<file path="src/rtl/uart_pkg.sv">
// Shared definitions for the UART-to-LCD feed: receiver/output state encodings and timing constants.
// No logic; consumed at elaboration only.
// Not applicable (no datapath).
package uart_pkg;

   // Oversample ratio of the receiver relative to the bit rate
   localparam int OVERSAMPLE = 16;
   localparam int TICK_W     = $clog2(OVERSAMPLE);

   // Tick index of the mid-start-bit sample and of each full-bit sample
   localparam logic [TICK_W-1:0] HALF_LAST = TICK_W'(OVERSAMPLE / 2 - 1);
   localparam logic [TICK_W-1:0] BIT_LAST  = TICK_W'(OVERSAMPLE - 1);

   // Cycles after the strobe during which busy is not trusted (consumer registers busy late)
   localparam logic [1:0] HOLD_IGNORE = 2'd2;

   typedef enum logic [1:0] {
      R_IDLE  = 2'd0,
      R_START = 2'd1,
      R_DATA  = 2'd2,
      R_STOP  = 2'd3
   } rx_state_t;

   typedef enum logic [1:0] {
      O_IDLE   = 2'd0,
      O_STROBE = 2'd1,
      O_HOLD   = 2'd2
   } out_state_t;

   // Clocks per oversample tick, never below one
   function automatic int calc_div(input int clk_hz, input int baud);
      int d;
      d = clk_hz / (baud * OVERSAMPLE);
      return (d < 1) ? 1 : d;
   endfunction

endpackage

</file>
<file path="src/rtl/byte_fifo.sv">
// Byte FIFO, power-of-two depth, first-word-fall-through head (dout = oldest byte).
// Push visible in count/empty one cycle later; dout is combinational from the read pointer.
// Push when full is refused unless a pop happens in the same cycle; pop when empty is ignored.
module byte_fifo #(
   parameter int DEPTH = 8
) (
   input  logic                     clk,
   input  logic                     reset,
   input  logic                     push,
   input  logic                     pop,
   input  logic [7:0]               din,
   output logic [7:0]               dout,
   output logic                     full,
   output logic                     empty,
   output logic [$clog2(DEPTH):0]   count
);

   localparam int AW = $clog2(DEPTH);

   logic [7:0]    mem [DEPTH];
   logic [AW-1:0] wr_ptr;
   logic [AW-1:0] rd_ptr;
   logic          do_push;
   logic          do_pop;

   assign full    = (count == (AW+1)'(DEPTH));
   assign empty   = (count == '0);
   assign do_pop  = pop && !empty;
   // A simultaneous pop frees the slot being written, so a full FIFO still accepts the push
   assign do_push = push && (!full || do_pop);
   assign dout    = mem[rd_ptr];

   // Pointers wrap naturally at DEPTH; count moves only on unbalanced push/pop
   always_ff @(posedge clk or posedge reset) begin
      if (reset) begin
         wr_ptr <= '0;
         rd_ptr <= '0;
         count  <= '0;
      end else begin
         if (do_push) wr_ptr <= wr_ptr + AW'(1);
         if (do_pop)  rd_ptr <= rd_ptr + AW'(1);
         case ({do_push, do_pop})
            2'b10:   count <= count + 1'b1;
            2'b01:   count <= count - 1'b1;
            default: count <= count;
         endcase
      end
   end

   // Storage array; contents are don't-care until written
   always_ff @(posedge clk) begin
      if (do_push) mem[wr_ptr] <= din;
   end

endmodule

</file>
<file path="src/rtl/uart_rx_feed.sv">
// 8N1 UART receiver feeding an LCD controller through a byte FIFO with a busy handshake.
// Byte strobed to the LCD ~2 clocks after the stop-bit sample when the FIFO was empty and busy is low.
// busy stalls the output side; a full FIFO drops the incoming byte and pulses overrun.
module uart_rx_feed
   import uart_pkg::*;
#(
   parameter int CLK_HZ     = 50000000,
   parameter int BAUD       = 9600,
   parameter int FIFO_DEPTH = 8
) (
   input  logic                           clk,
   input  logic                           reset,
   input  logic                           rx,
   input  logic                           busy,
   output logic [7:0]                     lcd_data,
   output logic                           lcd_we,
   output logic [$clog2(FIFO_DEPTH):0]    fifo_count,
   output logic                           overrun,
   output logic                           frame_err
);

   localparam int DIV   = calc_div(CLK_HZ, BAUD);
   localparam int DIV_W = (DIV > 1) ? $clog2(DIV) : 1;
   localparam logic [DIV_W-1:0] DIV_LAST = DIV_W'(DIV - 1);

   logic              rx_meta, rx_sync, rx_prev;
   logic [DIV_W-1:0]  div_cnt;
   logic              tick;
   logic              start_edge;
   logic [TICK_W-1:0] tick_cnt;
   logic [2:0]        bit_cnt;
   logic [7:0]        shift;
   rx_state_t         rx_state, rx_next;
   out_state_t        out_state, out_next;
   logic [1:0]        hold_cnt;
   logic              push, pop, ferr_set;
   logic              full, empty;
   logic [7:0]        head;

   assign start_edge = (rx_state == R_IDLE) && rx_prev && !rx_sync;
   assign tick       = (div_cnt == DIV_LAST);
   assign lcd_we     = (out_state == O_STROBE);

   // Two-flop synchroniser plus previous-sample flop for falling-edge detection; idle high
   always_ff @(posedge clk or posedge reset) begin
      if (reset) begin
         rx_meta <= 1'b1;
         rx_sync <= 1'b1;
         rx_prev <= 1'b1;
      end else begin
         rx_meta <= rx;
         rx_sync <= rx_meta;
         rx_prev <= rx_sync;
      end
   end

   // Free-running oversample divider, realigned to the start edge
   always_ff @(posedge clk or posedge reset) begin
      if (reset)                 div_cnt <= '0;
      else if (start_edge || tick) div_cnt <= '0;
      else                       div_cnt <= div_cnt + DIV_W'(1);
   end

   // Receiver state register
   always_ff @(posedge clk or posedge reset) begin
      if (reset) rx_state <= R_IDLE;
      else       rx_state <= rx_next;
   end

   // Receiver next state; push/frame error decided at the stop-bit sample
   always_comb begin
      rx_next  = rx_state;
      push     = 1'b0;
      ferr_set = 1'b0;
      case (rx_state)
         R_IDLE:  if (start_edge) rx_next = R_START;
         R_START: if (tick && tick_cnt == HALF_LAST) rx_next = rx_sync ? R_IDLE : R_DATA;
         R_DATA:  if (tick && tick_cnt == BIT_LAST && bit_cnt == 3'd7) rx_next = R_STOP;
         R_STOP: begin
            if (tick && tick_cnt == BIT_LAST) begin
               rx_next  = R_IDLE;
               push     = rx_sync;
               ferr_set = !rx_sync;
            end
         end
         default: rx_next = R_IDLE;
      endcase
   end

   // Tick/bit counters and LSB-first shift register; the start sample realigns ticks to bit centres
   always_ff @(posedge clk or posedge reset) begin
      if (reset) begin
         tick_cnt <= '0;
         bit_cnt  <= '0;
         shift    <= '0;
      end else if (rx_state == R_IDLE) begin
         tick_cnt <= '0;
         bit_cnt  <= '0;
      end else if (tick) begin
         tick_cnt <= (rx_state == R_START && tick_cnt == HALF_LAST) ? '0 : tick_cnt + TICK_W'(1);
         if (rx_state == R_DATA && tick_cnt == BIT_LAST) begin
            shift   <= {rx_sync, shift[7:1]};
            bit_cnt <= bit_cnt + 3'd1;
         end
      end
   end

   // Error pulses, one cycle after the event
   always_ff @(posedge clk or posedge reset) begin
      if (reset) begin
         overrun   <= 1'b0;
         frame_err <= 1'b0;
      end else begin
         overrun   <= push && full && !pop;
         frame_err <= ferr_set;
      end
   end

   byte_fifo #(.DEPTH(FIFO_DEPTH)) u_fifo (
      .clk   (clk),
      .reset (reset),
      .push  (push),
      .pop   (pop),
      .din   (shift),
      .dout  (head),
      .full  (full),
      .empty (empty),
      .count (fifo_count)
   );

   // Output state register
   always_ff @(posedge clk or posedge reset) begin
      if (reset) out_state <= O_IDLE;
      else       out_state <= out_next;
   end

   // Output handshake: pop on leaving idle, strobe once, then hold until busy can be trusted and is low
   always_comb begin
      out_next = out_state;
      pop      = 1'b0;
      case (out_state)
         O_IDLE: begin
            if (!empty && !busy) begin
               out_next = O_STROBE;
               pop      = 1'b1;
            end
         end
         O_STROBE: out_next = O_HOLD;
         O_HOLD:   if (hold_cnt == HOLD_IGNORE && !busy) out_next = O_IDLE;
         default:  out_next = O_IDLE;
      endcase
   end

   // Hold counter and LCD data register; data changes only on a pop
   always_ff @(posedge clk or posedge reset) begin
      if (reset) begin
         hold_cnt <= '0;
         lcd_data <= '0;
      end else begin
         if (out_state != O_HOLD)        hold_cnt <= '0;
         else if (hold_cnt != HOLD_IGNORE) hold_cnt <= hold_cnt + 2'd1;
         if (pop) lcd_data <= head;
      end
   end

endmodule

</file>
<file path="config.mk">
export PLATFORM = sky130hd
export DESIGN_NAME = uart_rx_feed
export DESIGN_NICKNAME = d
export VERILOG_FILES = /design/src/rtl/uart_pkg.sv /design/src/rtl/byte_fifo.sv /design/src/rtl/uart_rx_feed.sv
export SDC_FILE = /design/constraint.sdc
export NUM_CORES = 1
export LEC_CHECK = 0
export CAP_MARGIN = 20
export CORE_UTILIZATION = 55
export DETAILED_ROUTE_END_ITERATION = 6
export GPL_ROUTABILITY_DRIVEN = 0
export GPL_TIMING_DRIVEN = 0
export PLACE_DENSITY = 0.81
export SETUP_SLACK_MARGIN = 0.5
export SYNTH_ARGS = -nofsm -noshare
export SYNTH_HDL_FRONTEND = slang
export SYNTH_SLANG_ARGS = --single-unit
</file>
<file path="constraint.sdc">
create_clock -name clk -period 3.26 [get_ports clk]
set_input_delay 0.326 -clock clk [delete_from_list [all_inputs] [get_ports clk]]
set_output_delay 0.326 -clock clk [all_outputs]
set_load 0.03 [all_outputs]
</file>
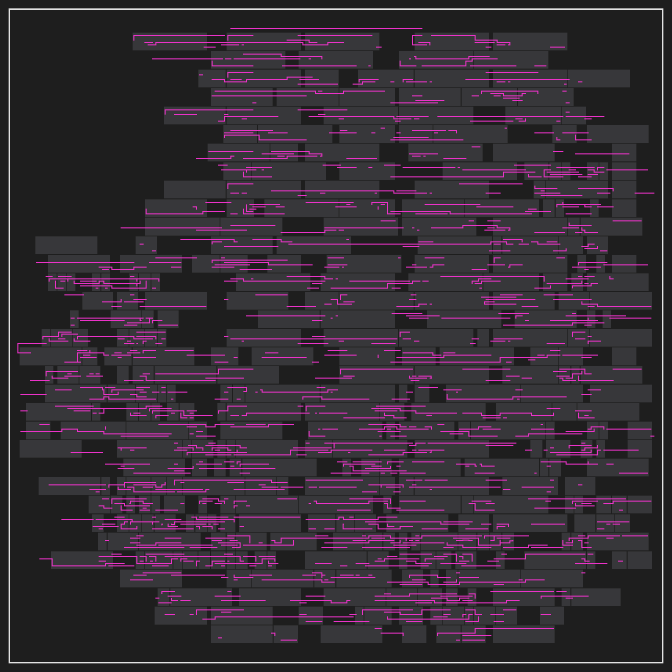
Figure 1: the metal 1 layer.
Cells faint in the background.
The layer carries 3540 um of wire. The longest straight run is 29.7 um. The wires run mostly horizontal.

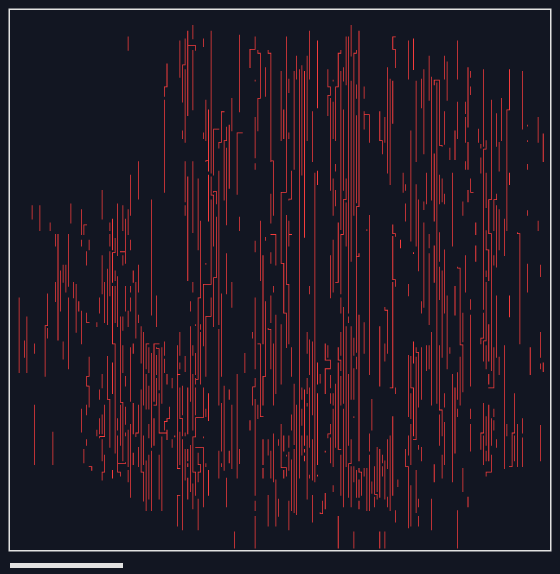
Figure 2: metal 2.
Scale bar: 20 um.
The longest straight run is 72.4 um. The layer carries 4320 um of wire.

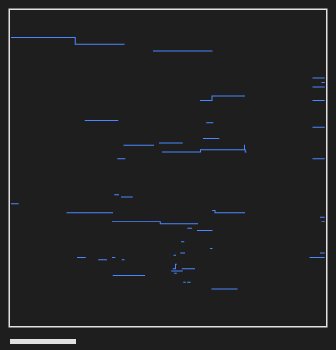
Figure 3: M3 wires.
Scale bar: 20 um.
27 nets have wire on it. The wires run mostly horizontal. The layer carries 254 um of wire. The layer holds 3.1% of the routed length.

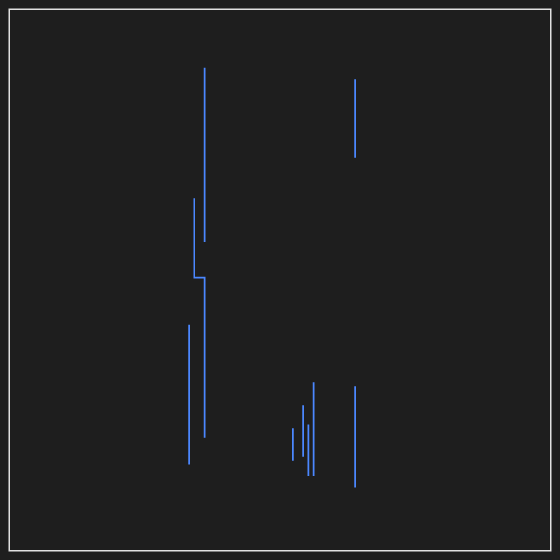
Figure 4: metal 4.
The layer carries 170 um of wire. The layer holds 2.1% of the routed length. The longest straight run is 30.6 um. 7 nets have wire on it.

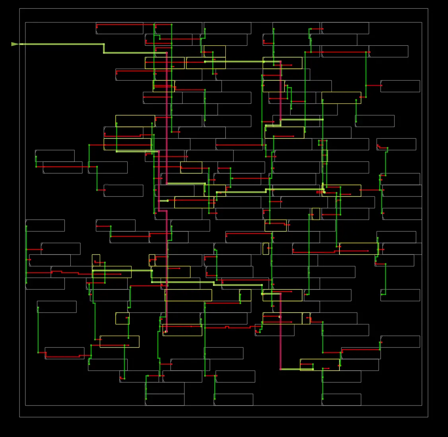
Figure 5: clock nets.
Clock Skews: 0.00575 ns
clk_lat worst skew: 0.51 ns

[per-layer routing]
metal  part of all wire, %  vias up  global-route usage, %
met3                   3.1       22                   7.11
met5                     0        -                      0
li1                      -     1273                      -
met2                    52       62                   35.0
met4                   2.0        0                   9.20
met1                    43     1368                   24.8
[Yosys cell counts (3+ instances only)]
cell	n
dfstp_2	3
edfxtp_1	64
buf_2	6
mux4_2	16
mux2i_1	10
nand2b_1	4
nor3_1	7
xor2_1	12
or3_1	3
inv_1	14
xnor2_1	6
mux2_2	10
clkbuf_1	5
nand4_1	3
nand2_1	9
nand3_1	13
nor2_1	34
dfrtp_1	50
ha_1	11
a31oi_1	4
a21oi_1	14
[area by class of cell]
class	count	area (um^2)
Fill cell	522	2550
Clock buffer	23	487
Clock inverter	9	98.8
Multi-Input combinational cell	179	1510
Inverter	14	52.6
Buffer	12	55.1
Timing Repair Buffer	21	213
Tap cell	105	131
Sequential cell	117	3250
[power groups by stage]
stage,Clock (mW),Sequential (mW),Combinational [mW]
floorplan,0,2.01,0.614
global placement,0,1.87,1.02
detailed placement,0,1.88,1.05
CTS,1.81,1.86,1.06
global route,1.88,1.89,1.16
finish,1.79,1.86,1.05
[stage by stage]
step,worst slack (ns),hold slack (ns)
final,0.607,0.0958
after floorplan,0.646,0.330
after global routing,0.425,0.132
after CTS,0.594,0.0940
after global placement,0.120,0.346
after detailed placement,0.214,0.347
[worst max-delay path, stage by stage, from the launching register on]
cell and delay, ns:
dfrtp_1 0.43, inv_1 0.08, ha_1 0.14, nand4bb_1 0.09, buf_2 0.19, nor4_4 0.34
buf_4 0.18, nand3b_1 0.19, nor2_1 0.64
[timing repair]
item                       CTS  global route
pin swaps                    0             1
gates resized                3             7
hold endpoints to repair     0             0
buffers inserted             0             1
setup endpoints to repair   64            30
[flip-flops by register name, indices dropped and copies added (netlist names), named ones only]
register       cells
u_fifo.mem        64
div_cnt            9
lcd_data           8
shift              8
tick_cnt           4
u_fifo.count       4
bit_cnt            3
u_fifo.rd_ptr      3
u_fifo.wr_ptr      3
hold_cnt           2
out_state          2
frame_err          1
overrun            1
rx_meta            1
rx_prev            1
rx_state           1
rx_sync            1
[how the worst max path moves through the flow]
stage | endpoint | from | cells after the start | slack, ns
floorplan | u_fifo.count[2] | div_cnt[0] | 13 | 0.65
global placement | u_fifo.mem[1][3] | div_cnt[0] | 7 | 0.12
detailed placement | u_fifo.mem[0][3] | div_cnt[0] | 7 | 0.21
CTS | u_fifo.count[2] | div_cnt[0] | 13 | 0.59
global route | u_fifo.mem[2][3] | div_cnt[0] | 8 | 0.43
finish | u_fifo.mem[2][2] | div_cnt[0] | 8 | 0.61
[kinds of logic after synthesis]
| logic type | count (synthesis) |
|---|---|
| compound gates | 29 |
| xor+xnor | 18 |
| flops | 117 |
| mux | 37 |
| fa+ha+maj | 11 |
| buf+inv | 26 |
| simple gates | 84 |
==> changes_impl.md <==
### Changed

* Status: completed
* Root buffer cell: clkbuf_8
* Via count at roughly 2700
* ANT cells at 0
* TritonCTS Buffers at 17
* Yosys Instances at 322
* Sink Count at 117
* Tightest Pin Transition at 0.757 ns
* Top cells by area: edfxtp_1, dfrtp_1, mux4_2
* Starting Density at 57.9%
* Sw frac at between 20% and 30%
* Design Power at around 4.7 mW
* Area fraction in compound gates at 3.63%
* HPWL reported at the end of detailed placement at ~5200 um
* Final TNS setup at 0 ns
* I/O pin cnt at 19
* Clock buffer depth at 2
* Port Buffers at 18
* Normalized max-slew margin at between 40% and 50%
* YS warnings at 0
* GRT Util Overall at roughly a fifth
* Highest-count logic cell in the final layout: edfxtp_1
* Initial antenna violation count at 0
* Sequential fraction of design power at around two fifths
* CP Max Fanout at 8
* R2r worst-path depth at 8
* Pwr Density at between 800 and 900 nW/um^2
* Most numerous logic cells after layout: edfxtp_1, dfrtp_1, nor2_1, clkdlybuf4s50_1
* Multiplexer share at between 10% and 20%
* Fin crit share at 81.4%
* Routed WL per cell at 17.3 um
* Yosys cell types at 40
* Basic Gates by Area at 8.70%
* DRT Pass-1 Iters at 4
* Post-synthesis adder-cell area fraction at between 2 and 3%
* CTS tree: yes
* Cell area after synthesis at between 4000 and 5000 um^2
* Crit path launch type: register
* Placed cells at 447
* Total Wirelength at roughly 8300 um
* DRC at 0
* Syn Area/Cell at approximately 15 um^2
* Floorplan row count at 33
* Reg2Reg Setup Slack at 0.61 ns
* Crit path kind: register to register
* Flops out of synthesis at between 100 and 150
* Final min period at between 2 and 3 ns
* Main flop type: edfxtp_1
* Reg2reg start: div_cnt[0]
* Worst VDD drop at a little over 400 uV
* Xor/xnor share at about 3.3%
* Largest family of logic cells by area: multiplexers
* Post-CTS Hold Buffers at 0
* Placed cell areas at between 5000 and 6000 um^2
* Final Net Count at 377
* Final Hold Viols at 0
* Internal Pwr Total at 3.36 mW
* Crit path arrival time at approximately 2.8 ns
* Ys async rst share at a little under half
* Clk pwr share at between 30% and 40%
* Slew Limit Fails at 0
* Die area at roughly 9200 um^2
* Vias/cell at approximately 5.7
* Non-filler cells, final at 480
* Syn nets at 337
* P_leak at approximately 2.4 nW
* Max frequency at ~0.38 GHz
* Net Sw Power at between 1 and 1.5 mW
* Post-synth seq share at around two thirds
* Final Core Density at between 60% and 70%
* Layout cells sized above 1 at around a fifth
* R2r endpoint: u_fifo.mem[2][2]
* First-pass GRT wire length at between 10000 and 15000 um
* Initial drt markers at about 150
Power is estimated from default activity; no workload was simulated.
